**src/rtl/huffman_table_seq_if.sv**
```systemverilog
// Purpose: bundles the upstream leaf-fetch handshake and the builder-side signals of the table sequencer.
// Latency: none (wiring only).
// Backpressure: upstream holds leaf_in_* until it raises lvl_valid while lvl_req is high.
interface huffman_table_seq_if;
    logic        lvl_req;
    logic [1:0]  lvl_idx;
    logic        lvl_valid;
    logic [12:0] leaf_in_A;
    logic [12:0] leaf_in_B;
    logic [12:0] leaf_in_C;
    logic [12:0] leaf_in_D;
    logic [12:0] leaf_A;
    logic [12:0] leaf_B;
    logic [12:0] leaf_C;
    logic [12:0] leaf_D;
    logic [1:0]  state;
    logic        bld_nRST;
    logic [15:0] code_in;

    // Sequencer side
    modport master (
        output lvl_req, lvl_idx, leaf_A, leaf_B, leaf_C, leaf_D, state, bld_nRST,
        input  lvl_valid, leaf_in_A, leaf_in_B, leaf_in_C, leaf_in_D, code_in
    );

    // Upstream tree logic and code-table builder side
    modport slave (
        input  lvl_req, lvl_idx, leaf_A, leaf_B, leaf_C, leaf_D, state, bld_nRST,
        output lvl_valid, leaf_in_A, leaf_in_B, leaf_in_C, leaf_in_D, code_in
    );
endinterface

```
**src/rtl/huffman_table_seq.sv**
```systemverilog
// Purpose: steps the Huffman code-table builder through NUM_LEVELS levels (fetch leaves, restart, run, capture).
// Latency: 1 + RST_CYCLES + RUN_CYCLES + 1 cycles per level once lvl_valid is high; done one cycle after last capture.
// Backpressure: waits in REQ indefinitely until upstream asserts lvl_valid; start is ignored while busy.
module huffman_table_seq #(
    parameter int NUM_LEVELS = 3,
    parameter int RST_CYCLES = 1,
    parameter int RUN_CYCLES = 10
) (
    input  logic                      CLK,
    input  logic                      nRST,
    input  logic                      start,
    input  logic                      abort,
    huffman_table_seq_if.master       bus,
    output logic [15:0]               CODE_TABLE,
    output logic                      lvl_done,
    output logic                      busy,
    output logic                      done
);

    typedef enum logic [2:0] {
        S_IDLE = 3'd0,
        S_REQ  = 3'd1,
        S_RST  = 3'd2,
        S_RUN  = 3'd3,
        S_CAP  = 3'd4,
        S_DONE = 3'd5
    } fsm_t;

    localparam logic [7:0] RST_LAST = 8'(RST_CYCLES - 1);
    localparam logic [7:0] RUN_LAST = 8'(RUN_CYCLES - 1);
    localparam logic [1:0] LVL_LAST = 2'(NUM_LEVELS - 1);

    fsm_t        fsm_q;
    fsm_t        fsm_d;
    logic [7:0]  cnt_q;
    logic [1:0]  lvl_idx_q;
    logic [12:0] leaf_a_q;
    logic [12:0] leaf_b_q;
    logic [12:0] leaf_c_q;
    logic [12:0] leaf_d_q;
    logic [15:0] code_table_q;

    // State register
    always_ff @(posedge CLK or negedge nRST) begin
        if (!nRST) begin
            fsm_q <= S_IDLE;
        end else begin
            fsm_q <= fsm_d;
        end
    end

    // Next-state decode; abort overrides every transition
    always_comb begin
        fsm_d = fsm_q;
        case (fsm_q)
            S_IDLE: if (start)                  fsm_d = S_REQ;
            S_REQ:  if (bus.lvl_valid)          fsm_d = S_RST;
            S_RST:  if (cnt_q == RST_LAST)      fsm_d = S_RUN;
            S_RUN:  if (cnt_q == RUN_LAST)      fsm_d = S_CAP;
            S_CAP:  fsm_d = (lvl_idx_q == LVL_LAST) ? S_DONE : S_REQ;
            S_DONE: fsm_d = S_IDLE;
            default: fsm_d = S_IDLE;
        endcase
        if (abort) begin
            fsm_d = S_IDLE;
        end
    end

    // Moore output decode from the registered state
    always_comb begin
        bus.lvl_req  = (fsm_q == S_REQ);
        bus.bld_nRST = !((fsm_q == S_IDLE) || (fsm_q == S_RST));
        busy         = (fsm_q != S_IDLE);
        lvl_done     = (fsm_q == S_CAP);
        done         = (fsm_q == S_DONE);
    end

    // Counter restarts on every state change and runs only inside the timed RST/RUN windows
    always_ff @(posedge CLK or negedge nRST) begin
        if (!nRST) begin
            cnt_q <= 8'd0;
        end else if ((fsm_q == S_RST || fsm_q == S_RUN) && fsm_d == fsm_q) begin
            cnt_q <= cnt_q + 8'd1;
        end else begin
            cnt_q <= 8'd0;
        end
    end

    // Level index, leaf latches and captured table; all frozen by abort
    always_ff @(posedge CLK or negedge nRST) begin
        if (!nRST) begin
            lvl_idx_q    <= 2'd0;
            leaf_a_q     <= 13'd0;
            leaf_b_q     <= 13'd0;
            leaf_c_q     <= 13'd0;
            leaf_d_q     <= 13'd0;
            code_table_q <= 16'd0;
        end else if (!abort) begin
            if (fsm_q == S_IDLE && start) begin
                lvl_idx_q <= 2'd0;
            end
            if (fsm_q == S_REQ && bus.lvl_valid) begin
                leaf_a_q <= bus.leaf_in_A;
                leaf_b_q <= bus.leaf_in_B;
                leaf_c_q <= bus.leaf_in_C;
                leaf_d_q <= bus.leaf_in_D;
            end
            if (fsm_q == S_CAP) begin
                code_table_q <= bus.code_in;
                if (lvl_idx_q != LVL_LAST) begin
                    lvl_idx_q <= lvl_idx_q + 2'd1;
                end
            end
        end
    end

    assign bus.lvl_idx = lvl_idx_q;
    assign bus.state   = lvl_idx_q;
    assign bus.leaf_A  = leaf_a_q;
    assign bus.leaf_B  = leaf_b_q;
    assign bus.leaf_C  = leaf_c_q;
    assign bus.leaf_D  = leaf_d_q;
    assign CODE_TABLE  = code_table_q;

endmodule
```
**src/flat_wrapper.sv**
```systemverilog
// flat-port wrapper written by rule: the top's interface ports become plain ports
module huffman_table_seq_flat 
#(
    parameter int NUM_LEVELS = 3,
    parameter int RST_CYCLES = 1,
    parameter int RUN_CYCLES = 10
)
  (CLK, nRST, start, abort, CODE_TABLE, lvl_done, busy, done, bus_lvl_req, bus_lvl_idx, bus_leaf_A, bus_leaf_B, bus_leaf_C, bus_leaf_D, bus_state, bus_bld_nRST, bus_lvl_valid, bus_leaf_in_A, bus_leaf_in_B, bus_leaf_in_C, bus_leaf_in_D, bus_code_in);
  huffman_table_seq_if bus_i ();
  input  logic CLK;
  input  logic nRST;
  input  logic start;
  input  logic abort;
  output logic [15:0] CODE_TABLE;
  output logic lvl_done;
  output logic busy;
  output logic done;
  output wire logic [$bits(bus_i.lvl_req)-1:0] bus_lvl_req;
  output wire logic [$bits(bus_i.lvl_idx)-1:0] bus_lvl_idx;
  output wire logic [$bits(bus_i.leaf_A)-1:0] bus_leaf_A;
  output wire logic [$bits(bus_i.leaf_B)-1:0] bus_leaf_B;
  output wire logic [$bits(bus_i.leaf_C)-1:0] bus_leaf_C;
  output wire logic [$bits(bus_i.leaf_D)-1:0] bus_leaf_D;
  output wire logic [$bits(bus_i.state)-1:0] bus_state;
  output wire logic [$bits(bus_i.bld_nRST)-1:0] bus_bld_nRST;
  input wire logic [$bits(bus_i.lvl_valid)-1:0] bus_lvl_valid;
  input wire logic [$bits(bus_i.leaf_in_A)-1:0] bus_leaf_in_A;
  input wire logic [$bits(bus_i.leaf_in_B)-1:0] bus_leaf_in_B;
  input wire logic [$bits(bus_i.leaf_in_C)-1:0] bus_leaf_in_C;
  input wire logic [$bits(bus_i.leaf_in_D)-1:0] bus_leaf_in_D;
  input wire logic [$bits(bus_i.code_in)-1:0] bus_code_in;
  assign bus_lvl_req = bus_i.lvl_req;
  assign bus_lvl_idx = bus_i.lvl_idx;
  assign bus_leaf_A = bus_i.leaf_A;
  assign bus_leaf_B = bus_i.leaf_B;
  assign bus_leaf_C = bus_i.leaf_C;
  assign bus_leaf_D = bus_i.leaf_D;
  assign bus_state = bus_i.state;
  assign bus_bld_nRST = bus_i.bld_nRST;
  assign bus_i.lvl_valid = bus_lvl_valid;
  assign bus_i.leaf_in_A = bus_leaf_in_A;
  assign bus_i.leaf_in_B = bus_leaf_in_B;
  assign bus_i.leaf_in_C = bus_leaf_in_C;
  assign bus_i.leaf_in_D = bus_leaf_in_D;
  assign bus_i.code_in = bus_code_in;
  huffman_table_seq #(.NUM_LEVELS(NUM_LEVELS), .RST_CYCLES(RST_CYCLES), .RUN_CYCLES(RUN_CYCLES)) u_core (.CLK(CLK), .nRST(nRST), .start(start), .abort(abort), .bus(bus_i), .CODE_TABLE(CODE_TABLE), .lvl_done(lvl_done), .busy(busy), .done(done));
endmodule
```
**config.mk**
```make
export PLATFORM = sky130hd
export DESIGN_NAME = huffman_table_seq_flat
export DESIGN_NICKNAME = d
export VERILOG_FILES = /design/src/rtl/huffman_table_seq_if.sv /design/src/rtl/huffman_table_seq.sv /design/src/flat_wrapper.sv
export SDC_FILE = /design/constraint.sdc
export NUM_CORES = 1
export LEC_CHECK = 0
export CAP_MARGIN = 20
export CORE_ASPECT_RATIO = 1.5
export CORE_MARGIN = 3
export CORE_UTILIZATION = 48
export CTS_BUF_LIST = sky130_fd_sc_hd__clkbuf_8
export DETAILED_ROUTE_END_ITERATION = 8
export PLACE_DENSITY_LB_ADDON = 0.3
export RECOVER_POWER = 25
export SLEW_MARGIN = 20
export SYNTH_ARGS = -nofsm -noshare
export SYNTH_HDL_FRONTEND = slang
export SYNTH_SLANG_ARGS = --single-unit
export TNS_END_PERCENT = 100
```
**constraint.sdc**
```tcl
create_clock -name CLK -period 2.55 [get_ports CLK]
set_input_delay 0.51 -clock CLK [delete_from_list [all_inputs] [get_ports CLK]]
set_output_delay 0.51 -clock CLK [all_outputs]
set_load 0.03 [all_outputs]
```
==> images/floorplan.png <==
Scale: 3 px per micron. Pins as bars on the die edge.
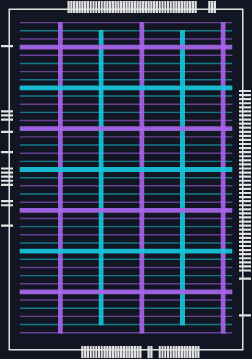
Purple shows VSS. Cyan shows VDD.
39 met1 rails follow the rows. 5 straps on met4. 7 straps on met5.

==> impl_metrics.ini <==
; implementation run metrics
[outcome]
status = finished with violations
violations = max-capacitance violations, max-slew violations

[setup_path]
reg2reg_depth = 4
cp.required_ns = 2.04
endpoint = lvl_done
critPathMaxStageDelay_ns = 0.74
slowest_stage = clkdlybuf4s50_1
cp-start-kind = flop
worstPathCellList = nor3b_2 -> clkdlybuf4s50_1
arrival_ns = 1.94
startpoint = u_core.fsm_q[1]$_DFF_PN0_
r2r_setup_slack_ns = 0.72
path_depth = 2
path_buffers = 1
worstPathMaxFanout = 15
r2r_end = u_core.bus.leaf_D[6]$_DFFE_PN0P_
r2r-start = u_core.fsm_q[1]$_DFF_PN0_
criticalPathCategory = flop to output pin

[synth]
netlist.area_leader.share_pct = 55.3
synthArstFlopShare_pct = 100
simple_gate_share_pct = 7.44
synth_cells = 236
fp_nets = 312
ys_sh_aoi_pct = 4.34
ys.warnings.count = 0
edf_count = 0
synth-main-ff-cell = dfrtp_1
yosys_area_sq_mm = 0.00366
yosysUniqueCellTypes = 44
syn_area_per_cell_sq_um = 15.5
yosysMostFrequentCell = dfrtp_1
ys_seq_share_pct = 55.3
synth_flops = 81
synth-adder-area-share_pct = 1.02
synthMuxAreaShare_pct = 27.0
logic_family = multiplexers
top_cells_by_area = dfrtp_1, mux2_4, mux2_2
netlist_area_sq_mm = 0.00366
synth_xor_xnor_area_share_pct = 0.717
top_cells_by_count = dfrtp_1, mux2_4, mux2_2, buf_6, o21ai_0

[hold_path]
hold_path_end = u_core.bus.leaf_C[3]$_DFFE_PN0P_
worstHoldPathCells = 1
worst_hold_path_type = flop to flop
hold_start = u_core.bus.leaf_C[3]$_DFFE_PN0P_

[drt]
first_iter_violations = 111
drcViolationCount = 0
avgViaCountPerCell = 5.01
dr_total_vias = 2464

[floorplan]
core_area_sq_mm = 0.00732
pin_count = 150
fp_util_pct = 50.1
rows = 38
die_w_microns = 77.3

[job]
warning_count = 28
drv_cap = 1

[timing]
finClkSkew_ns = 0.00739
setup_tns_ns = 0
timing.final.crit_share_pct = 95.9
max_freq_ghz = 0.409
slew_violations = 35
period_needed_ns = 2.45
hold_viol = 0
rsz0062_at_grt = false
setup_violations = 0

[cells_and_area]
area_growth_pct = 48.2
drive_above_1_share_pct = 24.7
diodes = 0
final_cell_mix = clkdlybuf4s50_1, dfrtp_1, mux2_4
fin_cells = 492
final_common_cell = clkdlybuf4s50_1

[place]
numPortBuffers = 149
gp_congestion = 0.805
dp_hpwl_mm = 6.64

[clock_tree]
cts_root_buf = clkbuf_8
htree_levels = 3
clkTransAtPathRegs_ns = 0.07
cts_sinks = 81
cts_made_buffers = 9
cts_resized = 0
cts_tree = done
clockBufferDepth = 2
post_cts_buffers = 0

[grt]
grt_pass1_wl_mm = 14.1
grtUsageTotal_pct = 20.9
grt-ovfl-total = 0
grt_max_degree = 48

[power_and_ir_drop]
peakVddDrop_uv = 475
power.density_mw_per_mm2 = 888
==> images/layers.png <==
Scale: 4 px per micron.
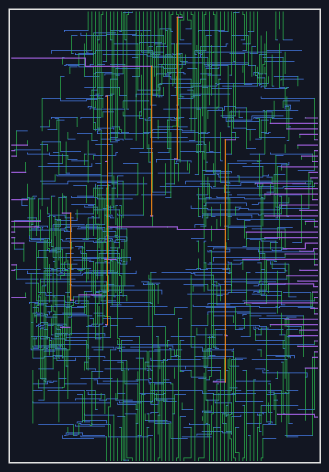
Blue shows M1, wire length 3540 microns. Orange shows M4, wire length 212 microns. Green shows M2, wire length 4600 microns. Purple shows M3, wire length 419 microns.

==> layout make-up <==
| cell class | count | area (sq um) |
|---|---|---|
| inverter | 6 | 22.5 |
| sequential | 81 | 2030 |
| multi-input combinational | 135 | 1490 |
| clock inverter | 7 | 86.3 |
| tap | 100 | 125 |
| clock buffer | 9 | 124 |
| timing repair buffer | 154 | 1560 |
| fill | 505 | 1890 |
==> metal layers <==
metal | global-route usage (%) | up-vias | part of all wire (%)
li1 | - | 1141 | -
met1 | 25.4 | 1227 | 40
met2 | 35.5 | 82 | 52
met3 | 5.10 | 14 | 4.8
met4 | 8.19 | 0 | 2.4
met5 | 0 | - | 0
==> power by group <==
part           internal (mW)  leakage [nW]  total, mW  switching, mW
clock network          0.542         0.110      0.989          0.446
logic                   1.06          1.32       2.03          0.979
registers               1.60          1.03       1.80          0.199
total                   3.20          2.46       4.83           1.62
==> flip-flops by register name (all words and copies together) (netlist names) <==
| signal | count |
|---|---|
| u_core.bus.leaf_D | 13 |
| u_core.fsm_q | 3 |
| u_core.cnt_q | 8 |
| u_core.bus.lvl_idx | 2 |
| u_core.bus.leaf_C | 13 |
| u_core.bus.leaf_B | 13 |
| u_core.bus.leaf_A | 13 |
| u_core.CODE_TABLE | 16 |
==> stage by stage <==
stage / power [mW] / setup WS, ns / utilization [%] / area (sq um) / hold WS (ns)
detailed placement: 3.87 / 0.382 / 71.4 / 5230 / 0.491
finish: 4.83 / 0.105 / 74.2 / 5430 / 0.509
global placement: 3.83 / 0.418 / 71.4 / 5230 / 0.488
CTS: 4.88 / 0.0108 / 74.2 / 5440 / 0.117
global route: 5.03 / 0.00959 / 74.2 / 5430 / 0.523
floorplan: 2.96 / 0.574 / - / 3660 / 0.214
Power figures rest on the tool's default switching activity, not on a simulated workload.
